run_1/registers.png
Scale: 1 px per micron. Other sequential cells in the stronger gray, the rest of the logic in the fainter gray.
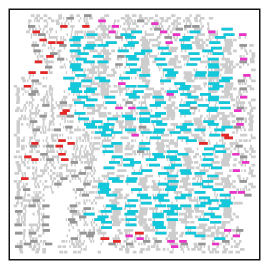
run_1/metal_stack.png
Scale: 1 px per micron.
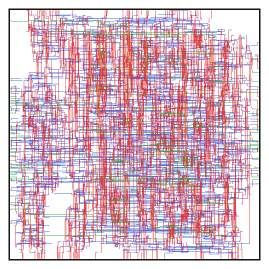
run_1/clock_map.png
Scale: 1.5 px per micron.
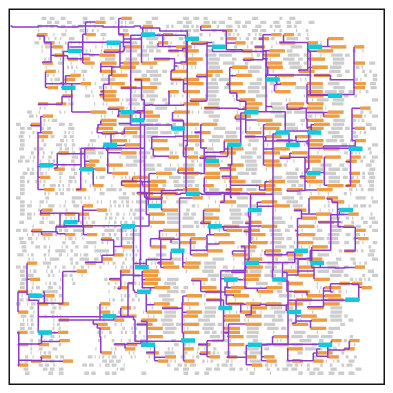
run_1/met3.png
Scale: 1 px per micron.
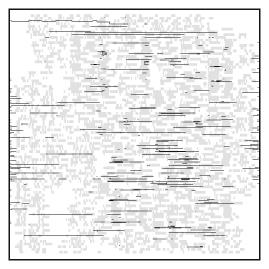
[src/rtl/alu_sequencer.sv]
// Multi-cycle sequencer: fetches 32-bit instructions, drives an external ALU
// and retires results into an eight-entry register file.
module alu_sequencer (
  input  logic        clk,
  input  logic        resetN,
  input  logic        start,
  output logic        imemReq,
  output logic [7:0]  imemAddr,
  input  logic        imemAck,
  input  logic [31:0] imemData,
  output logic [2:0]  aluOpcode,
  output logic [31:0] aluInputA,
  output logic [31:0] aluInputB,
  input  logic [31:0] aluResult,
  input  logic        aluUpdatePC,
  output logic        busy,
  output logic        done,
  output logic [7:0]  pc,
  output logic [15:0] retired,
  input  logic [2:0]  dbgAddr,
  output logic [31:0] dbgData
);

  typedef enum logic [2:0] {IDLE, FETCH, DECODE, EXECUTE, WRITEBACK} state_t;

  localparam logic [2:0] OP_LI   = 3'd0;
  localparam logic [2:0] OP_HALT = 3'd1;
  localparam logic [2:0] OP_BEQ  = 3'd2;
  localparam logic [2:0] OP_BLT  = 3'd3;

  state_t      state_q, state_d;
  logic [7:0]  pc_q, pc_d;
  logic [15:0] retired_q, retired_d;
  logic [31:0] instr_q, instr_d;
  logic [31:0] opA_q, opA_d;
  logic [31:0] opB_q, opB_d;
  logic [31:0] aluRes_q, aluRes_d;
  logic        aluFlag_q, aluFlag_d;
  logic [31:0] regs_q [8];
  logic        regWe;
  logic [31:0] regWdata;

  logic [2:0]  op, rA, rB, rD;
  logic [15:0] imm;
  logic        unusedInstrBits;

  assign op              = instr_q[31:29];
  assign rA              = instr_q[28:26];
  assign rB              = instr_q[25:23];
  assign rD              = instr_q[22:20];
  assign imm             = instr_q[15:0];
  assign unusedInstrBits = ^instr_q[19:16];

  always_comb begin
    state_d   = state_q;
    pc_d      = pc_q;
    retired_d = retired_q;
    instr_d   = instr_q;
    opA_d     = opA_q;
    opB_d     = opB_q;
    aluRes_d  = aluRes_q;
    aluFlag_d = aluFlag_q;
    regWe     = 1'b0;
    regWdata  = '0;
    imemReq   = 1'b0;
    done      = 1'b0;
    aluOpcode = '0;
    aluInputA = '0;
    aluInputB = '0;
    case (state_q)
      IDLE: begin
        if (start) begin
          pc_d      = '0;
          retired_d = '0;
          state_d   = FETCH;
        end
      end
      FETCH: begin
        imemReq = 1'b1;
        if (imemAck) begin
          instr_d = imemData;
          state_d = DECODE;
        end
      end
      DECODE: begin
        opA_d = regs_q[rA];
        opB_d = regs_q[rB];
        if (op == OP_HALT) begin
          done      = 1'b1;
          retired_d = retired_q + 16'd1;
          state_d   = IDLE;
        end else if (op == OP_LI) begin
          state_d = WRITEBACK;
        end else begin
          state_d = EXECUTE;
        end
      end
      EXECUTE: begin
        aluOpcode = op;
        aluInputA = opA_q;
        aluInputB = opB_q;
        aluRes_d  = aluResult;
        aluFlag_d = aluUpdatePC;
        state_d   = WRITEBACK;
      end
      WRITEBACK: begin
        retired_d = retired_q + 16'd1;
        state_d   = FETCH;
        // Branch targets are relative to the branch's own address, modulo 256.
        if (op == OP_BEQ || op == OP_BLT) begin
          pc_d = aluFlag_q ? (pc_q + imm[7:0]) : (pc_q + 8'd1);
        end else begin
          pc_d     = pc_q + 8'd1;
          regWe    = 1'b1;
          regWdata = (op == OP_LI) ? {{16{imm[15]}}, imm} : aluRes_q;
        end
      end
      default: state_d = IDLE;
    endcase
  end

  always_ff @(posedge clk) begin
    if (!resetN) begin
      state_q   <= IDLE;
      pc_q      <= '0;
      retired_q <= '0;
      instr_q   <= '0;
      opA_q     <= '0;
      opB_q     <= '0;
      aluRes_q  <= '0;
      aluFlag_q <= 1'b0;
      for (int i = 0; i < 8; i++) regs_q[i] <= '0;
    end else begin
      state_q   <= state_d;
      pc_q      <= pc_d;
      retired_q <= retired_d;
      instr_q   <= instr_d;
      opA_q     <= opA_d;
      opB_q     <= opB_d;
      aluRes_q  <= aluRes_d;
      aluFlag_q <= aluFlag_d;
      if (regWe) regs_q[rD] <= regWdata;
    end
  end

  assign imemAddr = pc_q;
  assign busy     = (state_q != IDLE);
  assign pc       = pc_q;
  assign retired  = retired_q;
  assign dbgData  = regs_q[dbgAddr];

endmodule

[config.mk]
export PLATFORM = sky130hd
export DESIGN_NAME = alu_sequencer
export DESIGN_NICKNAME = d
export VERILOG_FILES = /design/src/rtl/alu_sequencer.sv
export SDC_FILE = /design/constraint.sdc
export NUM_CORES = 1
export LEC_CHECK = 0
export ABC_AREA = 0
export CELL_PAD_IN_SITES_DETAIL_PLACEMENT = 1
export CELL_PAD_IN_SITES_GLOBAL_PLACEMENT = 2
export CORE_MARGIN = 3
export CORE_UTILIZATION = 36
export CTS_CLUSTER_SIZE = 12
export DETAILED_ROUTE_END_ITERATION = 6
export PLACE_DENSITY_LB_ADDON = 0.1
export SLEW_MARGIN = 25
export SYNTH_ARGS = -nofsm -noshare
export SYNTH_HDL_FRONTEND = slang
export SYNTH_SLANG_ARGS = --single-unit
[constraint.sdc]
create_clock -name clk -period 2.93 [get_ports clk]
set_input_delay 0.586 -clock clk [delete_from_list [all_inputs] [get_ports clk]]
set_output_delay 0.586 -clock clk [all_outputs]
set_load 0.01 [all_outputs]
==> impl_metrics.csv, run 1 <==
group,metric,value,unit
run,maxCapViolCount,0,
worst_setup_path,critPathKind,"in2out",
floorplan,dieArea,62000,sq um
worst_setup_path,worst_r2r_endpoint,"regs_q[4][23]",
clock_tree,root_buffer,"clkbuf_16",
grt,grt_overflow_total,0,
grt,grt_max_degree,137,
worst_hold_path,hold_end,"aluRes_q[4]",
clock_tree,clk_path_buf_depth,3,
final_layout,syn_to_final_growth,24.5,%
yosys,syn_inst,1754,
worst_hold_path,hold_path.class,"reg2reg",
worst_setup_path,slowest_delay,510,ps
final_layout,fin_area,26500,sq um
final_layout,fin_cells,2737,
outcome,status,"finished clean",
yosys,yosysUniqueCellTypes,51,
grt,grt_usage,22.5,%
clock_tree,cts_inserted_buffers,48,
worst_setup_path,cp_max_fo,15,
floorplan,floorplan.core_util,36.6,%
placed_design,pre_cts_ws,-8.50,ps
timing,finClkSkew,22.7,ps
timing,worst_hold_slack,451,ps
power,p_total,13900,uW
worst_setup_path,worstSetupEndpoint,"dbgData[0]",
route,drt_pass1_iterations,5,
yosys,syn_nets,1836,
placed_design,postPlaceCellArea,24400,sq um
yosys,netlist_top_cells_area,"edfxtp_1, mux4_2, dfxtp_1, nor2_1, nand2_1",
grt,grt.met3_usage,3.60,%
clock_tree,cts_tree,"done",
route,ant_nets,0,
yosys,synth_seq_share,50.5,%
final_layout,final_nets,2014,
timing,final_max_slew_viol_count,0,
timing,worstMarginPinSlew,1060,ps
clock_tree,clkLatencyLatePin,590,ps
run,warnings,35,
route,drc,0,
worst_setup_path,required,2340,ps
route,drt-met1-wl,30.8,mm
worst_setup_path,crit_buf_inv,3,
timing,tns,0,ps
timing,post-route-worst-setup-slack,38.9,ps
floorplan,die_w,249,microns
final_layout,drive_gt1_share,21.4,%
yosys,syn_area,21300,sq um
worst_setup_path,r2r_setup_slack,370,ps
timing,max_slew_margin,29.0,%
grt,grt_util_met2,39.1,%
yosys,synth.largest_area_cell,"edfxtp_1",
worst_setup_path,end_kind,"primary output",
clock_tree,cts_resized,13,
placed_design,place_inst,2631,
worst_setup_path,r2r_cells,6,
worst_setup_path,crit_slowest_cell,"mux4_2",
power,powerDensity,527,nW/um^2
worst_setup_path,path_depth,5,
final_layout,fin_util,45.6,%
placed_design,place_hpwl,43.2,mm
timing,fin_crit_sh,98.7,%
power,irDropWorstVdd,0.000394,V
final_layout,final_common_cell,"nor2_1",
worst_setup_path,start_kind,"input port",
yosys,ys_area,21300,sq um
clock_tree,hold_buffers,0,
floorplan,core_area,58000,sq um
floorplan,io_pins,206,
route,route.met3.wl,3.80,mm
clock_tree,clk_pin_slew,50,ps
route,vias_per_cell,5.64,
worst_hold_path,worstHoldStart,"aluRes_q[4]",
worst_setup_path,r2r_start,"instr_q[30]",
power,power_leakage,0.00969,uW
final_layout,final.fill_count,5977,
grt,grt_pass1_vias,16600,
grt,grt_busiest_layer,"met2",
route,first_iter_violations,1221,
timing,rsz0062_at_grt,"false",
-- registers.png (at the start) --
- regs_q: cyan (sequential cells 256)
- opB_q: magenta (sequential cells 32)
- instr_q: red (sequential cells 28)
- not colored: 92

-- metal_stack.png (at the start) --
- met3: green (wire length 3800 microns)
- met5: purple (wire length 13.8 microns)
- met4: orange (wire length 1370 microns)
- met1: blue (wire length 30.8 mm)
- met2: red (wire length 35.8 mm)

-- clock_map.png (at the start) --
- cells driving clock nets: cyan (count 48)
- clock wires: purple (length 5980 microns)
- flip-flops: orange (count 408)
- routed clock nets: 49
- flops lie: all over the die

-- met3.png (at the start) --
- main direction: horizontal
- wire length on this layer: 3800 microns

run 1: Yosys cell counts, drive strengths merged:
cell type,number
nor2,347
edfxtp,256
mux4,192
nand2,175
dfxtp,152
clkbuf,99
a21oi,76
and2,69
a211oi,66
mux2i,64
buf,50
mux2,49
o21ai,28
nor2b,19
xnor2,14
nand3,11
ha,9
and3,8
nor3,7
inv,6
a21o,5
nor3b,5
nor4,5
o22ai,5
nand3b,4
a31oi,3
a32oi,3
nand4,3
nor4b,3
or3,3
or2,2
or3b,2
or4,2
xor2,2
a2111oi,1
and3b,1
and4,1
fa,1
nand2b,1
o211ai,1
o21a,1
o21ba,1
o2bb2ai,1
o31a,1
run 1: final cells by class:
cell class,count,area [sq um],area share (%)
Tap cell,765,957,3.62
Timing Repair Buffer,277,3200,12.1
Inverter,6,25.0,0.0946
Clock inverter,24,230,0.870
Multi-Input combinational cell,1191,9910,37.5
Sequential cell,408,10700,40.6
Clock buffer,66,1380,5.23
run 1: registers in the layout, indices dropped and copies added (netlist names):
register and cells:
imemAddr 8, regs_q 256, instr_q 28, opA_q 32, opB_q 32, retired 16, aluRes_q 32, aluFlag_q 1
state_q 3
run 1: cell families (layout without fill, tap and decap cells):
logic type | Yosys count | count (layout) | synth area share, %
buffers and inverters | 155 | 373 | 3.03
multiplexers | 305 | 305 | 26.0
adder cells (fa/ha/maj) | 10 | 10 | 0.624
flip-flops | 408 | 408 | 50.5
AND/OR/NAND/NOR | 668 | 668 | 13.6
XOR/XNOR | 16 | 16 | 0.659
AND-OR/OR-AND | 192 | 192 | 5.61
run 1: where the power goes:
part	leakage (uW)	switching, uW	total, uW	internal, uW
sequential	0.00388	179	6450	6270
combinational	0.00500	669	1370	698
clock	0.000805	2470	6120	3650
run_1/final_congestion.png
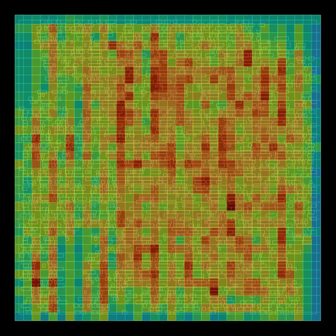

## Run 2: what changed since run 1
Settings changed: CAP_MARGIN set to 10, CELL_PAD_IN_SITES_DETAIL_PLACEMENT 1 to unset, CELL_PAD_IN_SITES_GLOBAL_PLACEMENT 2 to unset, CORE_UTILIZATION 36 to 52, PLACE_DENSITY set to 0.77, PLACE_DENSITY_LB_ADDON 0.1 to unset.
run_2/final_congestion.png
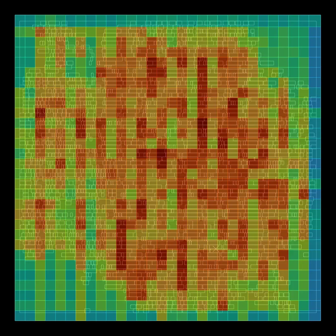
met3 Use GR: 6.65%
Routed wire per std cell: 24.1 microns
most used routing layer: met2

run_2/registers.png
Scale: 1.5 px per micron. Other sequential cells in the stronger gray, the rest of the logic in the fainter gray.
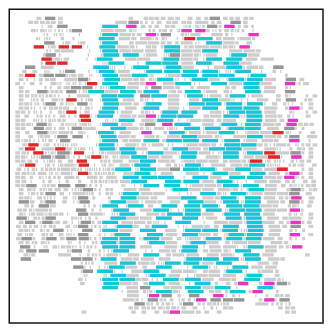
- instr_q: red (sequential cells 28)
- regs_q: cyan (sequential cells 256)
- opB_q: magenta (sequential cells 32)
register area: 10800 sq um
post-layout util: 63.9%

==> impl_metrics.csv, run 2 <==
group,metric,value,unit
final_layout,lay_top_cells,"nor2_1, edfxtp_1, mux4_2",
yosys,ys_area,21300,sq um
route,ant_nets,0,
floorplan,die_w,208,microns
worst_setup_path,r2r_setup_slack,370,ps
grt,grt_overflow_total,0,
yosys,synth_seq_share,50.5,%
clock_tree,cts_sinks,408,
worst_setup_path,slowest_delay,510,ps
power,powerDensity,502,nW/um^2
worst_setup_path,worstSetupEndpoint,"dbgData[23]",
timing,tns,0,ps
timing,max_slew_margin,40.3,%
timing,fin_crit_sh,98.7,%
worst_setup_path,cp_max_fo,3,
worst_hold_path,worstHoldStart,"aluRes_q[16]",
clock_tree,cts_tree,"done",
yosys,ys_cells,1754,
final_layout,syn_to_final_growth,20.5,%
worst_setup_path,r2r_cells,7,
final_layout,final_nets,2008,
clock_tree,h-tree-depth,2,
worst_setup_path,worst_r2r_endpoint,"regs_q[4][26]",
clock_tree,clk_path_buf_depth,3,
worst_hold_path,hold_path.class,"reg2reg",
clock_tree,hold_buffers,0,
yosys,syn_inst,1754,
final_layout,regMostFlops,"regs_q",
floorplan,io_pins,206,
floorplan,die-height,208,microns
power,p_total,12900,uW
yosys,synth.top_cell.area_share,36.2,%
yosys,common_cells,"nor2_1, edfxtp_1, mux4_2",
floorplan,core_area,40100,sq um
clock_tree,clk_pin_slew,60,ps
worst_setup_path,start_kind,"register",
grt,grt_pass1_vias,15900,
yosys,top_cell,"nor2_1",
clock_tree,root_buffer,"clkbuf_16",
route,drc,1,
outcome,status,"finished with violations",
yosys,async_flop_share,0,%
worst_setup_path,crit_buf_inv,1,
timing,worstMarginPinSlew,890,ps
clock_tree,cts_inserted_buffers,43,
route,drt_pass1_iterations,7,
worst_setup_path,path_depth,3,
yosys,syn_area,21300,sq um
worst_hold_path,hold_end,"aluRes_q[16]",
yosys,syn_nets,1836,
timing,rsz0062_at_grt,"false",
run,maxCapViolCount,0,
yosys,syn_avg_cell_area,12.1,sq um
worst_setup_path,crit_slowest_cell,"mux4_2",
final_layout,drive_gt1_share,20.4,%
placed_design,io_buffers,201,
route,first_iter_violations,1592,
outcome,failed_checks,"design-rule violations",
final_layout,final_common_cell,"nor2_1",
timing,finClkSkew,29.0,ps
route,vias_per_cell,6.28,
yosys,yosysUniqueCellTypes,51,
timing,worst_hold_slack,449,ps
worst_setup_path,r2r_start,"state_q[0]",
clock_tree,clkLatencyLatePin,570,ps
grt,grt_usage,27.2,%
worst_setup_path,critPathKind,"reg2out",
route,vias,15600,
power,power_leakage,0.00835,uW
yosys,netlist_top_cells_area,"edfxtp_1, mux4_2, dfxtp_1, nor2_1, nand2_1",
yosys,ys_dominant_reg_cell,"edfxtp_1",
yosys,synth-edff-count,256,
placed_design,place_hpwl,37.1,mm
worst_hold_path,hold_depth,2,
final_layout,largest_reg_flops,256,
worst_setup_path,end_kind,"primary output",
yosys,synth.largest_area_cell,"edfxtp_1",
worst_setup_path,required,2340,ps
floorplan,floorplan.core_util,53.0,%
power,irDropWorstVdd,0.000491,V
run,warnings,34,
floorplan,dieArea,43300,sq um
grt,grt_max_degree,137,
timing,final_max_slew_viol_count,0,
[run 2: netlist changes by cell type in the layout (fill, tap and decap cells not counted), sizes merged]
cell and change:
inv +1, clkinv -12, buf -2, dlygate4sd2 -2, clkbuf +2, bufinv -4, dlymetal6s2s -63, clkinvlp +1
clkdlybuf4s50 +65
[run 2: what timing repair did]
action | CTS | global route
gates cloned | 2 | 3
buffers inserted | 3 | 2
resized | 11 | 14
endpoints found under the setup margin | 68 | 35
[run 2: tightest hold or removal path: cells and delay by family (launching register included)]
kind / cells / cell delay, ps
compound gates: 1 / 50
simple gates: 1 / 50
flops: 1 / 300
[run 2: through the flow]
stage / area, sq um / setup slack (ps) / instances
3_5_place_dp: 24100 / -15.6 / 2396
6_report: 25600 / 37.5 / 2483
2_1_floorplan: 21300 / 1.42 / 1754
3_3_place_gp: 24100 / 8.71 / 2396
4_1_cts: 25500 / 1.36 / 2478
5_1_grt: 25600 / 3.05 / 2483
[run 2: logic make-up after synthesis]
kind of cell / synth area share, %
xor+xnor: 0.659
mux: 26.0
compound gates: 5.61
buf+inv: 3.03
simple gates: 13.6
flops: 50.5
fa+ha+maj: 0.624
[run 2: final cells by class]
cell class / count / area (sq um)
clock buffer: 67 / 1240
clock inverter: 10 / 47.5
fill: 3005 / 14500
inverter: 6 / 25.0
multi-input combinational: 1191 / 9910
sequential: 408 / 10800
tap: 525 / 657
timing repair buffer: 276 / 2990
[run 2: per-layer routing]
metal,global-route usage [%],wire (microns),vias up
met2,44.9,29400,926
met3,6.65,6480,122
li1,-,-,6851
met5,0,13,-
met4,10.2,1850,2
met1,35.2,22100,7684
[run 2: power breakdown]
part	internal [uW]	switching, uW	leakage [uW]
sequential	6280	166	0.00388
combinational	702	639	0.00384
clock	2900	2170	0.000628
Power figures rest on the tool's default switching activity, not on a simulated workload.
